==> src/rtl/time_display_if.sv <==
// Time display bus: game timer values and blank in, LED drive out.
// The master is the timer side, the slave is the display driver.
interface time_display_if;
  logic [5:0] seconds;
  logic [5:0] minutes;
  logic       blank;
  logic [3:0] an;
  logic [6:0] seg;
  logic       dp;

  modport master (
    output seconds, minutes, blank,
    input  an, seg, dp
  );

  modport slave (
    input  seconds, minutes, blank,
    output an, seg, dp
  );
endinterface

==> src/rtl/time_display.sv <==
// Four-digit MM:SS multiplexed seven-segment driver.
// Frame-synchronous snapshot, sequential double-dabble, registered drive.
module time_display #(
  parameter int DIGIT_CYCLES = 50_000
) (
  input logic           clock,
  input logic           reset,
  time_display_if.slave bus
);
  localparam int CW = (DIGIT_CYCLES > 1) ? $clog2(DIGIT_CYCLES) : 1;
  localparam logic [CW-1:0] CNT_MAX = CW'(DIGIT_CYCLES - 1);

  typedef enum logic [1:0] {
    IDLE,
    LOAD,
    SHIFT
  } conv_t;

  logic [CW-1:0] cnt;
  logic [1:0]    d;
  logic          first;
  logic          wrap;
  logic          capture;
  logic [5:0]    snap_s;
  logic [5:0]    snap_m;
  conv_t         state;
  logic [2:0]    step;
  logic [13:0]   sh_s;
  logic [13:0]   sh_m;
  logic [13:0]   nx_s;
  logic [13:0]   nx_m;
  logic [7:0]    disp_s;
  logic [7:0]    disp_m;
  logic [3:0]    digit;
  logic [6:0]    glyph;

  assign wrap    = (cnt == CNT_MAX);
  assign capture = first | (wrap & (d == 2'd3));

  // {tens, ones, binary}: add-3 on BCD nibbles >= 5, then shift left
  function automatic logic [13:0] dabble(input logic [13:0] v);
    logic [13:0] t;
    t = v;
    if (t[9:6] >= 4'd5) t[9:6] = t[9:6] + 4'd3;
    if (t[13:10] >= 4'd5) t[13:10] = t[13:10] + 4'd3;
    return {t[12:0], 1'b0};
  endfunction

  assign nx_s = dabble(sh_s);
  assign nx_m = dabble(sh_m);

  always_ff @(posedge clock or posedge reset) begin
    if (reset) begin
      cnt    <= '0;
      d      <= '0;
      first  <= 1'b1;
      snap_s <= '0;
      snap_m <= '0;
      state  <= IDLE;
      step   <= '0;
      sh_s   <= '0;
      sh_m   <= '0;
      disp_s <= '0;
      disp_m <= '0;
    end else begin
      cnt   <= wrap ? '0 : cnt + 1'b1;
      first <= 1'b0;
      if (wrap) d <= d + 2'd1;
      if (capture) begin
        snap_s <= bus.seconds;
        snap_m <= bus.minutes;
      end
      unique case (state)
        IDLE: begin
          if (capture) state <= LOAD;
        end
        LOAD: begin
          sh_s  <= {8'd0, snap_s};
          sh_m  <= {8'd0, snap_m};
          step  <= 3'd0;
          state <= SHIFT;
        end
        SHIFT: begin
          sh_s <= nx_s;
          sh_m <= nx_m;
          step <= step + 3'd1;
          if (step == 3'd5) begin
            disp_s <= nx_s[13:6];
            disp_m <= nx_m[13:6];
            state  <= IDLE;
          end
        end
        default: state <= IDLE;
      endcase
    end
  end

  always_comb begin
    unique case (d)
      2'd0:    digit = disp_s[3:0];
      2'd1:    digit = disp_s[7:4];
      2'd2:    digit = disp_m[3:0];
      default: digit = disp_m[7:4];
    endcase
  end

  always_comb begin
    unique case (digit)
      4'd0:    glyph = 7'h40;
      4'd1:    glyph = 7'h79;
      4'd2:    glyph = 7'h24;
      4'd3:    glyph = 7'h30;
      4'd4:    glyph = 7'h19;
      4'd5:    glyph = 7'h12;
      4'd6:    glyph = 7'h02;
      4'd7:    glyph = 7'h78;
      4'd8:    glyph = 7'h00;
      4'd9:    glyph = 7'h10;
      default: glyph = 7'h7f;
    endcase
  end

  always_ff @(posedge clock or posedge reset) begin
    if (reset) begin
      bus.an  <= 4'hf;
      bus.seg <= 7'h7f;
      bus.dp  <= 1'b1;
    end else if (bus.blank || (d == 2'd3 && digit == 4'd0)) begin
      bus.an  <= 4'hf;
      bus.seg <= 7'h7f;
      bus.dp  <= 1'b1;
    end else begin
      bus.an  <= ~(4'b0001 << d);
      bus.seg <= glyph;
      bus.dp  <= (d != 2'd2);
    end
  end
endmodule

==> src/flat_wrapper.sv <==
// flat-port wrapper written by rule: the top's interface ports become plain ports
module time_display_flat 
#(
  parameter int DIGIT_CYCLES = 50_000
)
  (clock, reset, bus_seconds, bus_minutes, bus_blank, bus_an, bus_seg, bus_dp);
  time_display_if bus_i ();
  input logic clock;
  input logic reset;
  input wire logic [$bits(bus_i.seconds)-1:0] bus_seconds;
  input wire logic [$bits(bus_i.minutes)-1:0] bus_minutes;
  input wire logic [$bits(bus_i.blank)-1:0] bus_blank;
  output wire logic [$bits(bus_i.an)-1:0] bus_an;
  output wire logic [$bits(bus_i.seg)-1:0] bus_seg;
  output wire logic [$bits(bus_i.dp)-1:0] bus_dp;
  assign bus_i.seconds = bus_seconds;
  assign bus_i.minutes = bus_minutes;
  assign bus_i.blank = bus_blank;
  assign bus_an = bus_i.an;
  assign bus_seg = bus_i.seg;
  assign bus_dp = bus_i.dp;
  time_display #(.DIGIT_CYCLES(DIGIT_CYCLES)) u_core (.clock(clock), .reset(reset), .bus(bus_i));
endmodule
==> config.mk <==
export PLATFORM = sky130hd
export DESIGN_NAME = time_display_flat
export DESIGN_NICKNAME = d
export VERILOG_FILES = /design/src/rtl/time_display_if.sv /design/src/rtl/time_display.sv /design/src/flat_wrapper.sv
export SDC_FILE = /design/constraint.sdc
export NUM_CORES = 1
export LEC_CHECK = 0
export CORE_MARGIN = 2
export CORE_UTILIZATION = 45
export DETAILED_ROUTE_END_ITERATION = 16
export SYNTH_ARGS = -nofsm -noshare
export SYNTH_HDL_FRONTEND = slang
export SYNTH_SLANG_ARGS = --single-unit
==> constraint.sdc <==
create_clock -name clock -period 7.6 [get_ports clock]
set_input_delay 0.76 -clock clock [delete_from_list [all_inputs] [get_ports clock]]
set_output_delay 0.76 -clock clock [all_outputs]
set_load 0.02 [all_outputs]
==> impl_metrics.yaml, run 1 <==
# implementation run metrics
power_and_ir_drop:
  p_leak_nw: 2.16
  p_per_area_nw_per_um2: 231
sta:
  rsz0062_at_grt: "no"
  fin_crit_ns: 2.69
  fmax_mhz: 372
  hold_viol: 0
  tns_ns: 0
  maxSlewViolCount: 0
  tightest_slew_ns: 0.932
synthesis:
  area_leaders: "dfrtp_1, dfstp_2, ha_1, mux2i_1, a21oi_1"
  ff_type: "dfrtp_1"
  ys_cells: 415
  netlist.area_leader.share: 0.446
  edf_count: 0
  largest_area_cell: "dfrtp_1"
  async_flop_share: 1.00
  postSynthAreaPerCell_um2: 10.7
  syn_inst: 415
  synthesis.nets: 453
placed_design:
  place_congestion: 0.800
  io_buffers: 26
  dpl_worst_slack_ns: 4.88
  placed_area_um2: 4810
layout:
  nets: 476
  syn_to_final_growth_pct: 12.5
  fin_area_um2: 4990
  antenna_cells: 0
  drive_above_1_share: 0.122
global_route:
  grt_remaining_overflow: 0
  grt_max_degree: 62
  grt_pass1_vias: 2838
detailed_routing:
  drt_first_pass_iters: 5
  ant_nets: 0
status:
  status: "complete, no violations"
cts:
  numCtsBuffers: 9
  clkTransAtPathRegs_ns: 0.09
  h-tree-depth: 3
  cts_buffer_depth: 2
  clk_latency_ns: 0.35
flow_run:
  max_cap_violations: 0
  warning_count: 40
setup_path:
  crit_type: "reg -> reg"
  r2r_end: "u_core.snap_s[1]$_DFFE_PP0P_"
  startpoint: "u_core.cnt[10]$_DFF_PP0_"
  r2r-start: "u_core.cnt[10]$_DFF_PP0_"
min_path:
  hold_path.class: "reg -> reg"
die:
  fp-row-count: 36
  die_w_um: 103
  die_area_um2: 10700
[run 1: worst max-delay path: stages (launching register included)]
cell	delay, ns
dfrtp_1	0.44
or4b_1	0.59
nor4_4	0.73
a21oi_2	0.42
mux2_4	0.39
[run 1: cells in the final DEF, fill, tap and decap left out, drive strengths merged, types with 19 or more instances in the layout]
cell type,Yosys,layout
ha,23,23
nor2,23,23
dfrtp,79,79
mux2i,19,19
o21ai,28,28
clkdlybuf4s50,0,26
nand2,36,36
a21oi,32,32
mux2,20,20
inv,32,32
[run 1: registers in the layout, indices dropped and copies added (netlist names)]
signal / cells
u_core.cnt: 16
u_core.step: 3
u_core.sh_m: 14
u_core.bus.an: 4
u_core.sh_s: 14
u_core.first: 1
u_core.disp_s: 8
u_core.snap_s: 6
u_core.d: 2
u_core.snap_m: 6
u_core.bus.seg: 7
u_core.state: 2
u_core.disp_m: 8
[run 1: area by class of cell]
cell class	instances	area, um^2
fill	904	4700
tap	133	166
timing repair buffer	29	283
clock buffer	11	141
inverter	32	121
clock inverter	5	37.5
multi-input combinational	275	1940
sequential	91	2290
[run 1: layer usage]
| metal | up-vias | track usage | share of wire |
|---|---|---|---|
| met3 | 5 | 0.0323 | 0.027 |
| met1 | 1427 | 0.221 | 0.50 |
| met2 | 40 | 0.249 | 0.46 |
| met5 | - | 0 | 0 |
| li1 | 1473 | - | - |
| met4 | 0 | 0.0607 | 0.010 |
[run 1: worst min-delay path by stage]
stage                                 startpoint                      endpoint  cells past startpoint
CTS                 u_core.disp_s[1]$_DFFE_PP0P_  u_core.disp_s[1]$_DFFE_PP0P_                      2
finish              u_core.disp_s[1]$_DFFE_PP0P_  u_core.disp_s[1]$_DFFE_PP0P_                      2
global route             u_core.cnt[0]$_DFF_PP0_       u_core.cnt[0]$_DFF_PP0_                      1
floorplan               u_core.cnt[15]$_DFF_PP0_      u_core.cnt[15]$_DFF_PP0_                      1
detailed placement  u_core.disp_m[4]$_DFFE_PP0P_  u_core.disp_m[4]$_DFFE_PP0P_                      2
global placement        u_core.cnt[15]$_DFF_PP0_      u_core.cnt[15]$_DFF_PP0_                      1
[run 1: synthesized netlist by cell type, types with 4 or more instances]
library cell,n
dfrtp_1,79
nand2_1,36
inv_1,32
a21oi_1,31
o21ai_0,28
ha_1,23
nor2_1,23
mux2i_1,19
clkbuf_1,13
dfstp_2,12
mux2_2,11
nand3_1,10
o22ai_1,10
xnor2_1,10
mux2_4,9
nand2b_1,7
and2_1,5
xor2_1,5
a211oi_1,4
a22o_1,4
nand3b_1,4
nor2b_1,4
nor3_1,4
[run 1: report_power, final]
group	switching (mW)	internal (mW)	total [mW]	leakage (nW)
logic	0.172	0.106	0.278	0.924
registers	0.0333	0.542	0.575	1.15
clock network	0.170	0.129	0.299	0.0859
[run 1: cell families after synthesis]
| family | count (synthesis) | synth area share |
|---|---|---|
| other | 1 | 0.000846 |
| adder cells (fa/ha/maj) | 23 | 0.0649 |
| buffers and inverters | 49 | 0.0443 |
| multiplexers | 39 | 0.101 |
| AND/OR/NAND/NOR | 108 | 0.124 |
| XOR/XNOR | 15 | 0.0296 |
| AND-OR/OR-AND | 89 | 0.118 |
| flip-flops | 91 | 0.517 |
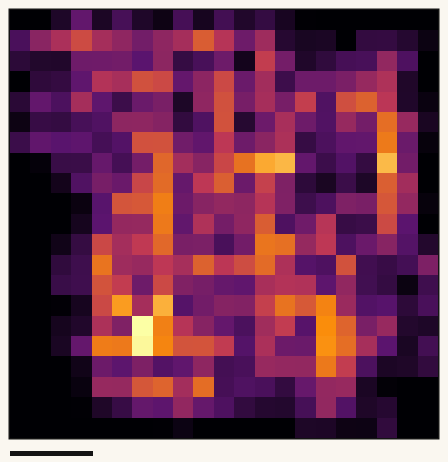
Figure 1: run 1, wire density map.
Scale bar: 20 um. The die is cut into 21 by 21 equal tiles; black is low, pale yellow is high, scaled to the fullest tile. Values are wire area over tile area, all layers added.
densest ninth of the die: centre
tiles over half the peak: 17%
nearly empty tiles: 16%
fullest tile: 0.40
Routed Wire Length: 7.63 mm
vias: 2945
GRT Total Usage: 0.160
Routed WL per cell: 13.2 um

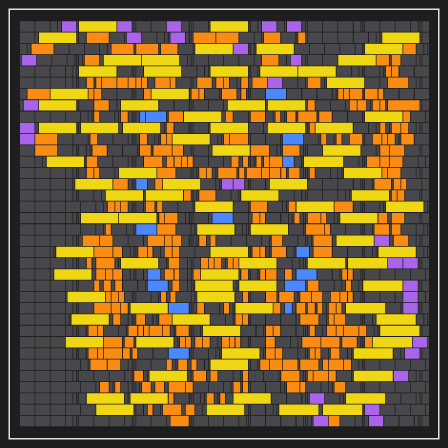
Figure 2: run 1, cell classes on the final placement.
Fill, decap, tap and diode cells in grey.
[clock drivers and dummy loads] blue | cells: 16
[other buffers and delay cells] purple | cells: 29
[combinational and other logic] orange | cells: 307
[flops] yellow | cells: 91
Util after Layout: 0.515
flop share of the area: 0.460

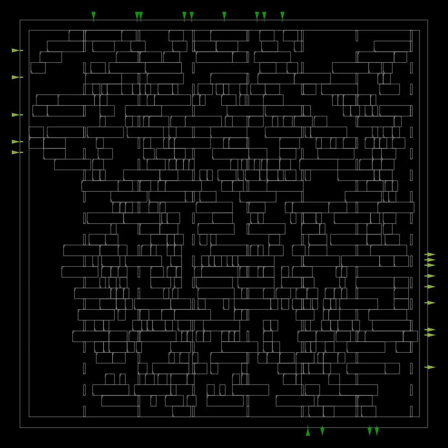
Figure 3: run 1, placed standard cells.
fillers: 904
tap cells: 133
core area: 9680 um^2

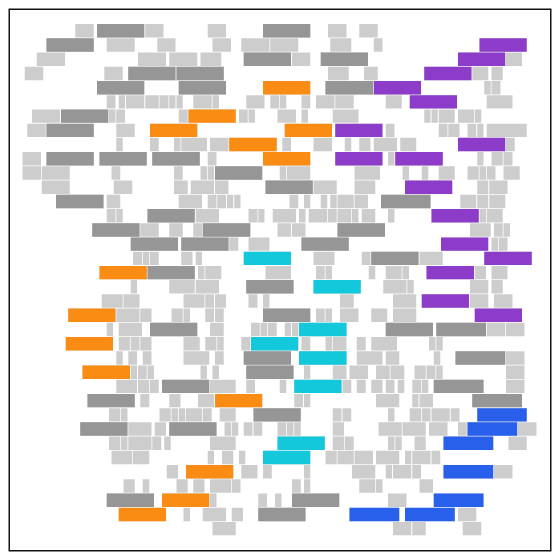
Figure 4: run 1, sequential cells coloured by netlist name.
[u_core.disp_s] cyan | placed flops: 8
[u_core.bus.seg] blue | placed flops: 7 | where: south-east
[u_core.cnt] purple | placed flops: 16
[u_core.sh_m] orange | placed flops: 14
P_seq: 0.575 mW
register area: 2290 um^2

Figure 5. Layout detail (run 1).
Scale bar: 20 um. Window x 1 to 51, y 1 to 51 um. Cells in grey, sequential cells in the stronger grey; small squares are vias.
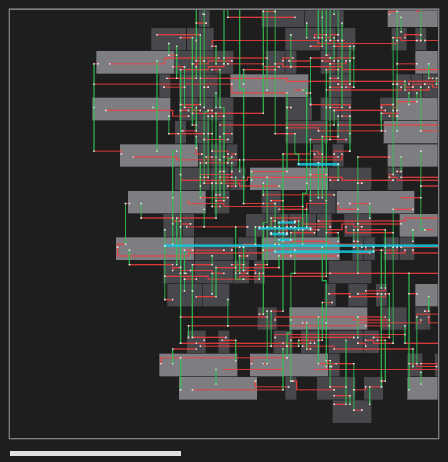

## Run 2: what changed since run 1
Settings changed: PLACE_DENSITY set to 0.66.
Clock period 7.6 ns to 2.3 ns, I/O delays scaled along.
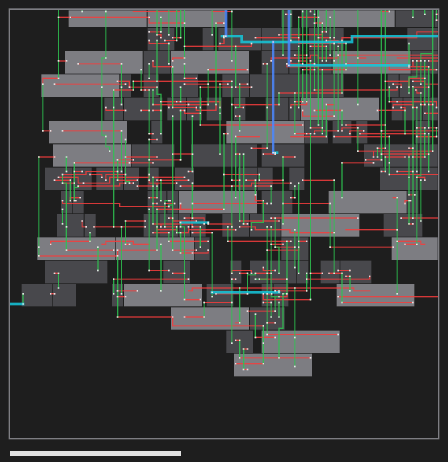
Figure 6: run 2, layout detail.
Scale bar: 20 um. Window x 1 to 51, y 1 to 51 um. Cells in grey, sequential cells in the stronger grey; small squares are vias.
[metal 2] green
[metal 1] red
[metal 4] blue
[metal 3] cyan
cells with their middle in the window: 111
sequential cells in the window: 22
most frequent: dfrtp_1 (22), nor2_1 (9), nand2_1 (8)
netlist names of flops here include: u_core.cnt (16), u_core.sh_m (4)

==> run 2 against run 1 <==
Net effect: via count increased by 2.3%; global-route usage increased by 0.32 points; combinational power increased to 3.6 times the previous value; non-clock buffer count increased by 9; worst hold slack got worse by 0.16 ns; die size unchanged; clock skew increased by 0.0010 ns; critical path type unchanged; critical endpoint is now u_core.snap_m[4]$_DFFE_PP0P_.
==> impl_metrics.yaml, run 2 <==
# implementation run metrics
global_route:
  grt_remaining_overflow: 0
  grt_max_degree: 92
setup_path:
  cp_cell_sequence: "ha_1, nand3_1, nor4_4, a21oi_2, mux2_2"
  crit_type: "reg -> reg"
  slowest_delay_ns: 0.73
  r2r_end: "u_core.snap_m[4]$_DFFE_PP0P_"
min_path:
  hold_path.class: "in -> async"
synthesis:
  synthesis.nets: 453
  syn_inst: 415
  async_flop_share: 1.00
  largest_area_cell: "dfrtp_1"
  postSynthAreaPerCell_um2: 10.7
  synth.most_common_cell: "dfrtp_1"
  area_leaders: "dfrtp_1, dfstp_2, ha_1, mux2i_1, a21oi_1"
  ff_type: "dfrtp_1"
sta:
  maxSlewViolCount: 0
  tns_ns: 0
  hold_viol: 0
  fmax_mhz: 465
  tightest_slew_ns: 0.964
  rsz0062_at_grt: "no"
layout:
  largest-register: "u_core.cnt"
  drive_above_1_share: 0.148
  largest_reg_flops: 16
  antenna_cells: 0
  layout.cells.most_common: "dfrtp_1"
  postLayoutCoreUtil: 0.527
  largest_registers: "u_core.cnt x16, u_core.sh_m x14, u_core.sh_s x14"
  syn_to_final_growth_pct: 15.0
  nets: 485
die:
  die_w_um: 103
  die_area_um2: 10700
cts:
  numCtsBuffers: 9
  cts_buffer_depth: 2
  h-tree-depth: 3
  clk_latency_ns: 0.35
detailed_routing:
  drt_first_pass_iters: 4
  ant_nets: 0
  routedWlPerCell_um: 13.4
  vias: 3013
  totalWireLength_mm: 7.86
flow_run:
  warning_count: 40
power_and_ir_drop:
  p_leak_nw: 2.22
status:
  status: "complete, no violations"
placed_design:
  place_congestion: 0.784
  io_buffers: 26
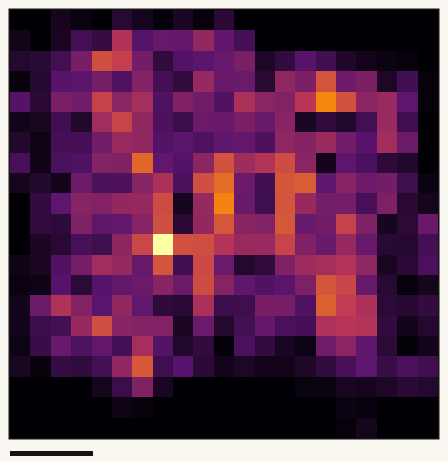
Figure 7: run 2, wire density map.
Scale bar: 20 um. The die is cut into 21 by 21 equal tiles; black is low, pale yellow is high, scaled to the fullest tile. Values are wire area over tile area, all layers added.
mean over tiles: 0.11
densest ninth of the die: centre
nearly empty tiles: 19%
tiles over half the peak: 7.9%
emptiest ninth of the die: south

[run 2: cell counts after synthesis]
No cell type changed its count.
[run 2: metal layers]
metal,part of all wire,track usage
met3,0.025,0.0269
met2,0.49,0.269
met1,0.47,0.216
met5,0,0
met4,0.013,0.0628
[run 2: worst max path at each step]
stage                                       start                            to
after floorplan           u_core.d[0]$_DFFE_PP0N_   u_core.bus.seg[4]$_DFF_PP1_
after global placement    u_core.cnt[0]$_DFF_PP0_  u_core.snap_m[5]$_DFFE_PP0P_
after detailed placement  u_core.d[1]$_DFFE_PP0N_   u_core.bus.seg[4]$_DFF_PP1_
after CTS                 u_core.d[1]$_DFFE_PP0N_   u_core.bus.seg[4]$_DFF_PP1_
after global routing      u_core.cnt[0]$_DFF_PP0_  u_core.snap_m[5]$_DFFE_PP0P_
final                     u_core.cnt[0]$_DFF_PP0_  u_core.snap_m[4]$_DFFE_PP0P_
[run 2: critical path: cells and delay by family (launching register included)]
family                     cells  cell delay (ns)
muxes                          1             0.42
and+or+nand+nor                2             0.24
DFF                            1             0.41
AOI/OAI and AO/OA              1             0.73
adders and majority gates      1             0.25
[run 2: cell type report]
| type | instances | area, um^2 |
|---|---|---|
| clock buffers | 10 | 138 |
| fillers | 841 | 4580 |
| flip-flops and latches | 91 | 2290 |
| well taps | 133 | 166 |
| multi-input cells | 275 | 1950 |
| repair buffers | 38 | 363 |
| inverters | 32 | 124 |
| clock inverters | 6 | 63.8 |
[run 2: logic make-up (layout without fill, tap and decap cells)]
group / after synthesis / after routing / synth area share
AOI/OAI and AO/OA: 89 / 89 / 0.118
xor gates and xnor gates: 15 / 15 / 0.0296
adders and majority gates: 23 / 23 / 0.0649
buffers and inverters: 49 / 86 / 0.0443
DFF: 91 / 91 / 0.517
muxes: 39 / 39 / 0.101
other: 1 / 1 / 0.000846
and+or+nand+nor: 108 / 108 / 0.124
[run 2: where the power goes]
part / switching, mW / internal [mW]
Combinational: 0.605 / 0.399
Clock: 0.563 / 0.532
Sequential: 0.108 / 1.79
Total: 1.28 / 2.72
[run 2: per-stage QoR]
stage	power (mW)	cell area, um^2	setup WS, ns
3_5_place_dp	2.94	4890	0.0916
6_report	4.00	5100	0.150
3_3_place_gp	2.88	4890	0.146
5_1_grt	4.26	5100	0.0260
4_1_cts	4.04	5090	0.0848
2_1_floorplan	2.64	4440	0.0889
Figure 8. Sequential cells coloured by netlist name (run 2).
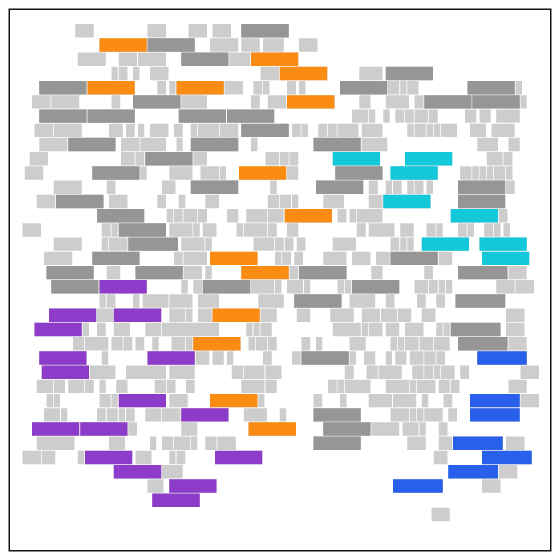

## Run 3: what changed since run 2
Settings changed: CTS_BUF_LIST set to sky130_fd_sc_hd__clkbuf_16, SLEW_MARGIN set to 25.
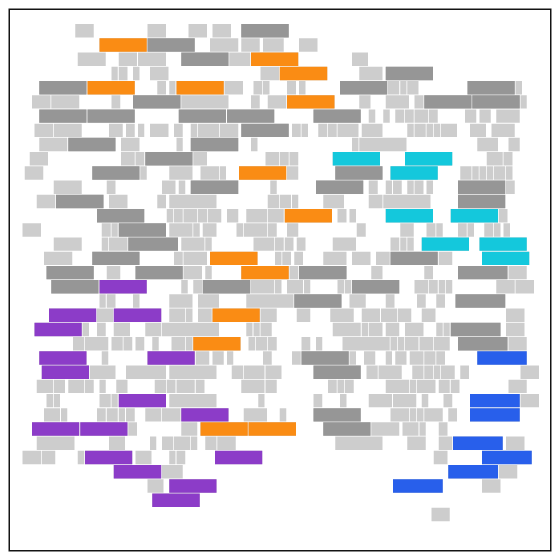
Figure 9: run 3, sequential cells coloured by netlist name.
[u_core.sh_m] orange | placed flops: 14
[u_core.disp_s] cyan | placed flops: 8
[u_core.bus.seg] blue | placed flops: 7 | where: south-east
[u_core.cnt] purple | placed flops: 16
Util after Layout: 0.536
P_seq: 1.90 mW
flop share of the area: 0.442

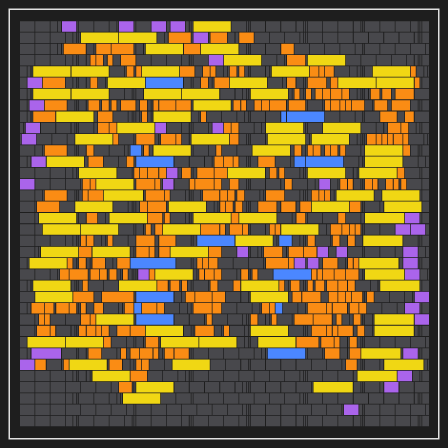
Figure 10: run 3, cell classes on the final placement.
Fill, decap, tap and diode cells in grey.
[other buffers and delay cells] purple | cells: 38
[flops] yellow | cells: 91
[clock drivers and dummy loads] blue | cells: 16
[combinational and other logic] orange | cells: 307
fin area: 5190 um^2
cell row count: 36

==> run 3 against run 2 <==
Net effect: setup slack hardly changed; synthesized area did not move; core utilization grew 0.94 points; wire length rose by 0.15%; largest power group unchanged; cell count did not move.
==> impl_metrics.yaml, run 3 <==
# implementation run metrics
setup_path:
  critPathSlowestCell: "a21oi_2"
  cp_cell_sequence: "ha_1, nand3_1, nor4_4, a21oi_2, mux2_2"
  startpoint: "u_core.cnt[0]$_DFF_PP0_"
  crit_end: "u_core.snap_m[4]$_DFFE_PP0P_"
sta:
  rsz0062_at_grt: "no"
  fmax_mhz: 465
  fin_ws_ns: 0.150
layout:
  nets: 485
  antenna_cells: 0
  mostFrequentLayoutCells: "dfrtp_1, nand2_1, inv_1"
  largest-register: "u_core.cnt"
status:
  status: "complete, no violations"
power_and_ir_drop:
  switchingPower_mw: 1.33
  p_int_mw: 3.03
  pwr-share-comb: 0.231
  netSwitchingFraction: 0.305
  p_leak_nw: 2.26
  clkPwrFrac: 0.333
synthesis:
  postSynthAreaPerCell_um2: 10.7
  netlist.area_leader.share: 0.446
  synthesis.nets: 453
  ys_sh_mux: 0.101
  largest_area_cell: "dfrtp_1"
  aoi_share: 0.118
  area_leaders: "dfrtp_1, dfstp_2, ha_1, mux2i_1, a21oi_1"
  synthTopLogicFamily: "simple AND/OR/NAND/NOR gates"
  ff_type: "dfrtp_1"
  edf_count: 0
detailed_routing:
  vias: 3008
  drt_first_pass_iters: 4
  totalWireLength_mm: 7.87
min_path:
  hold_path.class: "in -> async"
die:
  die_w_um: 103
  die_area_um2: 10700
global_route:
  grt_pass1_vias: 2961
flow_run:
  max_cap_violations: 0
placed_design:
  dpl_worst_slack_ns: 0.0916
cts:
  clkTransAtPathRegs_ns: 0.07
[run 3: cell counts after synthesis]
Identical to the previous run, type by type.
[run 3: kinds of logic after synthesis]
| logic type | after synthesis |
|---|---|
| DFF | 91 |
| AOI/OAI and AO/OA | 89 |
| buffers and inverters | 49 |
| and+or+nand+nor | 108 |
| other | 1 |
| muxes | 39 |
| xor gates and xnor gates | 15 |
| adders and majority gates | 23 |
[run 3: layout make-up]
class	count	area share
inverter	32	0.0239
multi-input combinational	275	0.376
sequential	91	0.442
tap	133	0.0321
timing repair buffer	38	0.0699
clock inverter	7	0.0130
clock buffer	9	0.0434
[run 3: per-stage QoR]
step                instances  hold slack [ns]  utilization  total power, mW
CTS                       585            0.395        0.535             4.39
finish                    585            0.344        0.536             4.36
detailed placement        569            0.471        0.505             2.94
global placement          569            0.459        0.505             2.88
floorplan                 415            0.346            -             2.64
global route              585            0.413        0.536             4.61
[run 3: worst min path at each step]
stage	slack (ns)	startpoint	endpoint
finish	0.34	reset	u_core.cnt[9]$_DFF_PP0_
global route	0.41	reset	u_core.cnt[9]$_DFF_PP0_
CTS	0.40	reset	u_core.cnt[6]$_DFF_PP0_
detailed placement	0.47	u_core.cnt[15]$_DFF_PP0_	u_core.cnt[15]$_DFF_PP0_
global placement	0.46	u_core.cnt[15]$_DFF_PP0_	u_core.cnt[15]$_DFF_PP0_
floorplan	0.35	bus_blank	u_core.bus.seg[1]$_DFF_PP1_
[run 3: metal layers]
metal	vias up	wire [um]	GRT usage
met1	1449	3660	0.216
met5	-	0	0
li1	1502	-	-
met2	44	3830	0.265
met3	13	208	0.0255
met4	0	171	0.0800
[run 3: power groups by stage]
| stage | logic, mW | clock network, mW | registers (mW) |
|---|---|---|---|
| CTS | 1.01 | 1.48 | 1.90 |
| detailed placement | 1.01 | 0 | 1.93 |
| global placement | 0.961 | 0 | 1.92 |
| floorplan | 0.732 | 0 | 1.91 |
| finish | 1.01 | 1.45 | 1.90 |
| global route | 1.14 | 1.55 | 1.92 |
[run 3: timing repair]
action	in CTS	in global routing
resized	0	3
setup endpoints to repair	0	9
hold buffers	0	0
[run 3: critical path: cells and delay by family (launching register included)]
kind,cells,cell delay [ns]
and+or+nand+nor,2,0.24
muxes,1,0.42
DFF,1,0.40
adders and majority gates,1,0.25
AOI/OAI and AO/OA,1,0.72
No activity file was given, so power comes from the tool's default toggle rates.
